Metal 1:
Supply wires on this layer in gray.
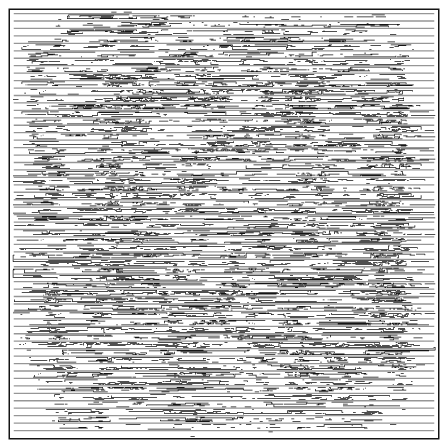
Metal 2:
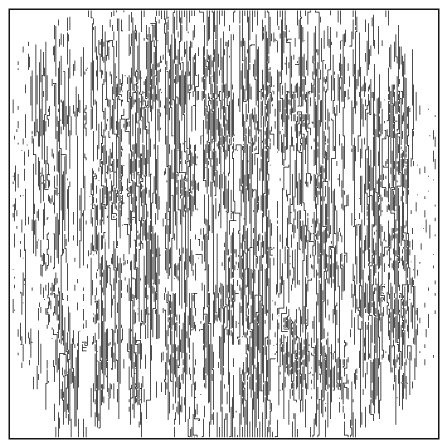
Metal 3:
Scale bar: 50 um.
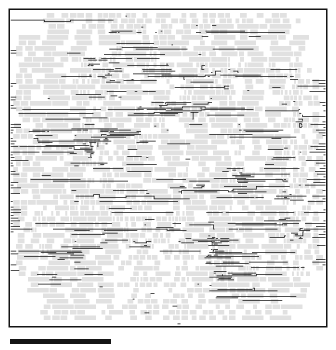
Signal wires on met4:
Supply wires on this layer in gray.
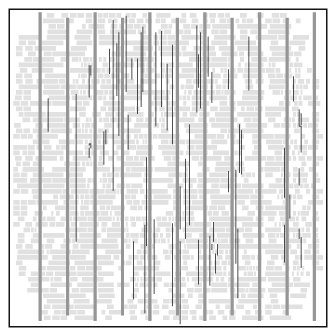
The clock network:
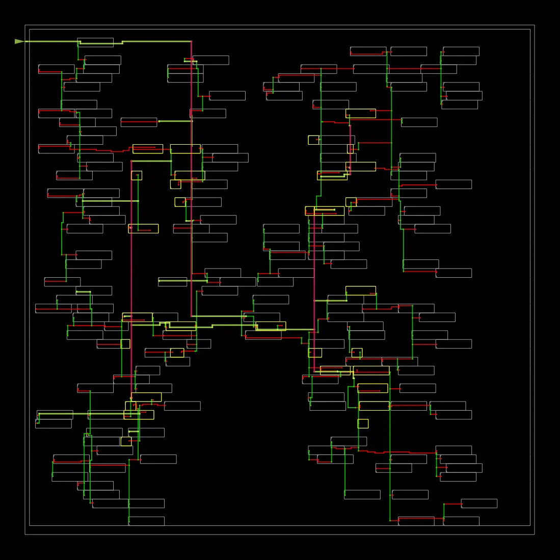
==> config.mk <==
export PLATFORM = sky130hd
export DESIGN_NAME = wb_queue
export DESIGN_NICKNAME = d
export VERILOG_FILES = /design/src/rtl/wb_queue.sv
export SDC_FILE = /design/constraint.sdc
export NUM_CORES = 1
export LEC_CHECK = 0
export CORE_UTILIZATION = 56
export DETAILED_ROUTE_END_ITERATION = 6
export PLACE_DENSITY_LB_ADDON = 0.1
export SKIP_CTS_REPAIR_TIMING = 1
export SLEW_MARGIN = 20
export SYNTH_ARGS = -nofsm -noshare
export SYNTH_HDL_FRONTEND = slang
export SYNTH_SLANG_ARGS = --single-unit
==> constraint.sdc <==
create_clock -name clk -period 6.6 [get_ports clk]
set_input_delay 1.65 -clock clk [delete_from_list [all_inputs] [get_ports clk]]
set_output_delay 1.65 -clock clk [all_outputs]
set_load 0.03 [all_outputs]
==> metrics.cfg <==
[clock_network]
cts_tree=built
cts_root_buf=clkbuf_16
ctsLongestPathBuffers=2
cts.clk_slew.worst_paths_ps=70
htreeDepth=4

[setup_path]
worstSetupStartpointType=input port
crit_arrival_ps=4550
crit_type=input port to output port
rrSetupSlack_ps=1940
cp_max_fo=14
reg2reg_depth=13
crit_path_end_kind=output port
worst_ep_required_time_ps=4950

[placed_design]
hpwl_um=26000
placed_area_mm2=0.0155
place_congestion=0.932
portBuffers=196
dpl_worst_slack_ps=464

[timing]
fin_ws_ps=395
slew_headroom=0.301
tns_ps=0
slew_viol_final=0
rsz0062_at_grt=no
fmax_mhz=161
setup_viol=0
fin_crit_sh=0.940
hold_viol_final=0
fin_crit_ps=6200
worst_pin_slew_ps=1050

[synth]
ys_types=53
fp_nets=1244
synth_cells=1143
yosys.area_share.adder=0.0128
simple_gate_area_frac=0.101
ys_sh_xor=0.0289
synth_flops=157
edf_count=148
synth_area_mm2=0.0133
yosys_area_mm2=0.0133
yosysSeqAreaShare=0.347
synthFlopType=edfxtp_1
avgSynthCellArea_um2=11.7
ys_warn_count=0
logic_family=multiplexers
ys_sh_aoi=0.131
async_flop_share=0
mux_share=0.333
ys_cells=1143

[cells_and_area]
largest_reg_flops=128
postLayoutCoreUtil=0.685
register_area_mm2=0.00463
antenna_cells=0
final_cell_area_mm2=0.0160
mi_logic_area_mm2=0.00819
nFillCells=1786
drive_gt1_frac=0.356
nets=1373
syn_to_final_growth_pct=20.2

[floorplan]
die-area_mm2=0.0244
ioPinCount=197
rows=56
fp-utilization=0.570
die_h_um=156
core_area_mm2=0.0234
die_width_um=156

[route]
wl_met1_um=15800
drt-initial-drc-count=996
met2_length_um=19600
drc_errors=0
routed.top_layer=met4
drt-pass1-iter-count=6
wl_met3_um=3620
ant_nets=0
post_drt_wl_per_cell_um=25.3
avgViaCountPerCell=6.88

[status]
status=completed

[power_and_ir_drop]
p_leak_nw=5.33
powerDensity_mw_per_mm2=424
ir_drop_v=0.000363

[global_routing]
track_usage=0.339
grt_pass1_wl_um=62000
grt_overflow=0
grt_pass1_vias=10900
grt_max_degree=86
grt_antenna_before_repair=0

[run]
log.warning_count=28
maxCapViolCount=0

[worst_hold_path]
hold_depth=2
hp-class=register to register

Notes on 'metal 1' above:
main direction: horizontal
nets with wire on the layer: 1239
Vias: 11000
M1 GR Usage: 0.443
final WL: 40500 um

Notes on 'metal 2' above:
wire length on this layer: 19600 um
nets with wire on the layer: 1211
share of all routed wire: 48%
main direction: vertical
M2 GR Usage: 0.559

Notes on 'metal 3' above:
share of all routed wire: 8.9%
main direction: horizontal
met3 Usage GRT: 0.0454

Notes on 'signal wires on met4' above:
nets with wire on the layer: 42
main direction: vertical
wire length on this layer: 1480 um
share of all routed wire: 3.7%
longest straight run: 84.3 um

Notes on 'the clock network' above:
CTS Buf Count: 17
Clock Latency Late Sink: 430 ps
FF+latch count: 157
clock sinks: 157
Layout Skew: 11.5 ps

worst max-delay path, cell delays in order:
cell	delay, ps
clkdlybuf4s50_1	630
nor4_1	150
a211o_1	320
a211o_1	330
a211oi_4	560
buf_4	350
a221oi_1	110
o32ai_1	220
buf_4	240
logic make-up after synthesis:
| family | Yosys count |
|---|---|
| simple gates | 249 |
| buf+inv | 141 |
| xor+xnor | 44 |
| fa+ha+maj | 13 |
| flops | 157 |
| compound gates | 241 |
| mux | 298 |
placed cells by master (no fill, tap or decap), types with 4 or more instances in the layout:
cell type | synthesis | final
buf_12 | 0 | 8
a211oi_2 | 30 | 29
xnor2_1 | 27 | 27
dfxtp_1 | 9 | 5
o22ai_1 | 8 | 8
a211oi_1 | 4 | 4
nor2_1 | 83 | 81
o32ai_1 | 7 | 7
inv_6 | 0 | 6
xor2_1 | 17 | 17
nor3_1 | 34 | 34
ha_1 | 12 | 12
clkbuf_16 | 0 | 17
and3_1 | 4 | 4
and2_1 | 17 | 14
a21oi_1 | 41 | 41
a31oi_1 | 34 | 34
o21ai_0 | 38 | 34
nand2_1 | 13 | 13
a211o_1 | 18 | 18
inv_1 | 21 | 19
o21ai_1 | 17 | 17
nor3b_1 | 30 | 30
mux4_2 | 99 | 99
o21a_1 | 7 | 7
clkdlybuf4s50_1 | 0 | 131
mux2_2 | 173 | 173
a221oi_1 | 31 | 31
nor2b_1 | 38 | 38
edfxtp_1 | 148 | 148
mux2i_1 | 26 | 26
o21ai_4 | 0 | 4
buf_4 | 1 | 91
per-layer routing:
metal / track usage / up-vias
met5: 0 / -
met2: 0.559 / 699
met4: 0.165 / 0
li1: - / 4785
met3: 0.0454 / 129
met1: 0.443 / 5426
per-stage QoR:
| stage | std cells | total power, W | hold slack [ps] |
|---|---|---|---|
| 3_5_place_dp | 1572 | 0.00578 | 655 |
| 2_1_floorplan | 1143 | 0.00449 | 599 |
| 4_1_cts | 1604 | 0.00676 | 686 |
| 6_report | 1604 | 0.00679 | 714 |
| 5_1_grt | 1604 | 0.00711 | 770 |
| 3_3_place_gp | 1572 | 0.00573 | 664 |
synth_stat cells, types with 30 or more instances:
| master | number | share of area |
|---|---|---|
| a211oi_2 | 30 | 0.028 |
| a21oi_1 | 41 | 0.015 |
| a221oi_1 | 31 | 0.020 |
| a31oi_1 | 34 | 0.016 |
| clkbuf_1 | 69 | 0.019 |
| edfxtp_1 | 148 | 0.33 |
| mux2_2 | 173 | 0.15 |
| mux4_2 | 99 | 0.17 |
| nor2_1 | 83 | 0.023 |
| nor2b_1 | 38 | 0.018 |
| nor3_1 | 34 | 0.013 |
| nor3b_1 | 30 | 0.017 |
| o21ai_0 | 38 | 0.014 |
area by class of cell:
| cell class | instances | area share |
|---|---|---|
| Tap cell | 319 | 0.0249 |
| Multi-Input combinational cell | 845 | 0.511 |
| Clock inverter | 15 | 0.00944 |
| Timing Repair Buffer | 230 | 0.134 |
| Inverter | 21 | 0.00492 |
| Clock buffer | 17 | 0.0265 |
| Sequential cell | 157 | 0.289 |
where the power goes:
group          switching (W)  total (W)  internal, W
combinational        0.00243    0.00427      0.00185
sequential          0.000204    0.00153      0.00133
clock               0.000452   0.000985     0.000533
Power is estimated from default activity; no workload was simulated.
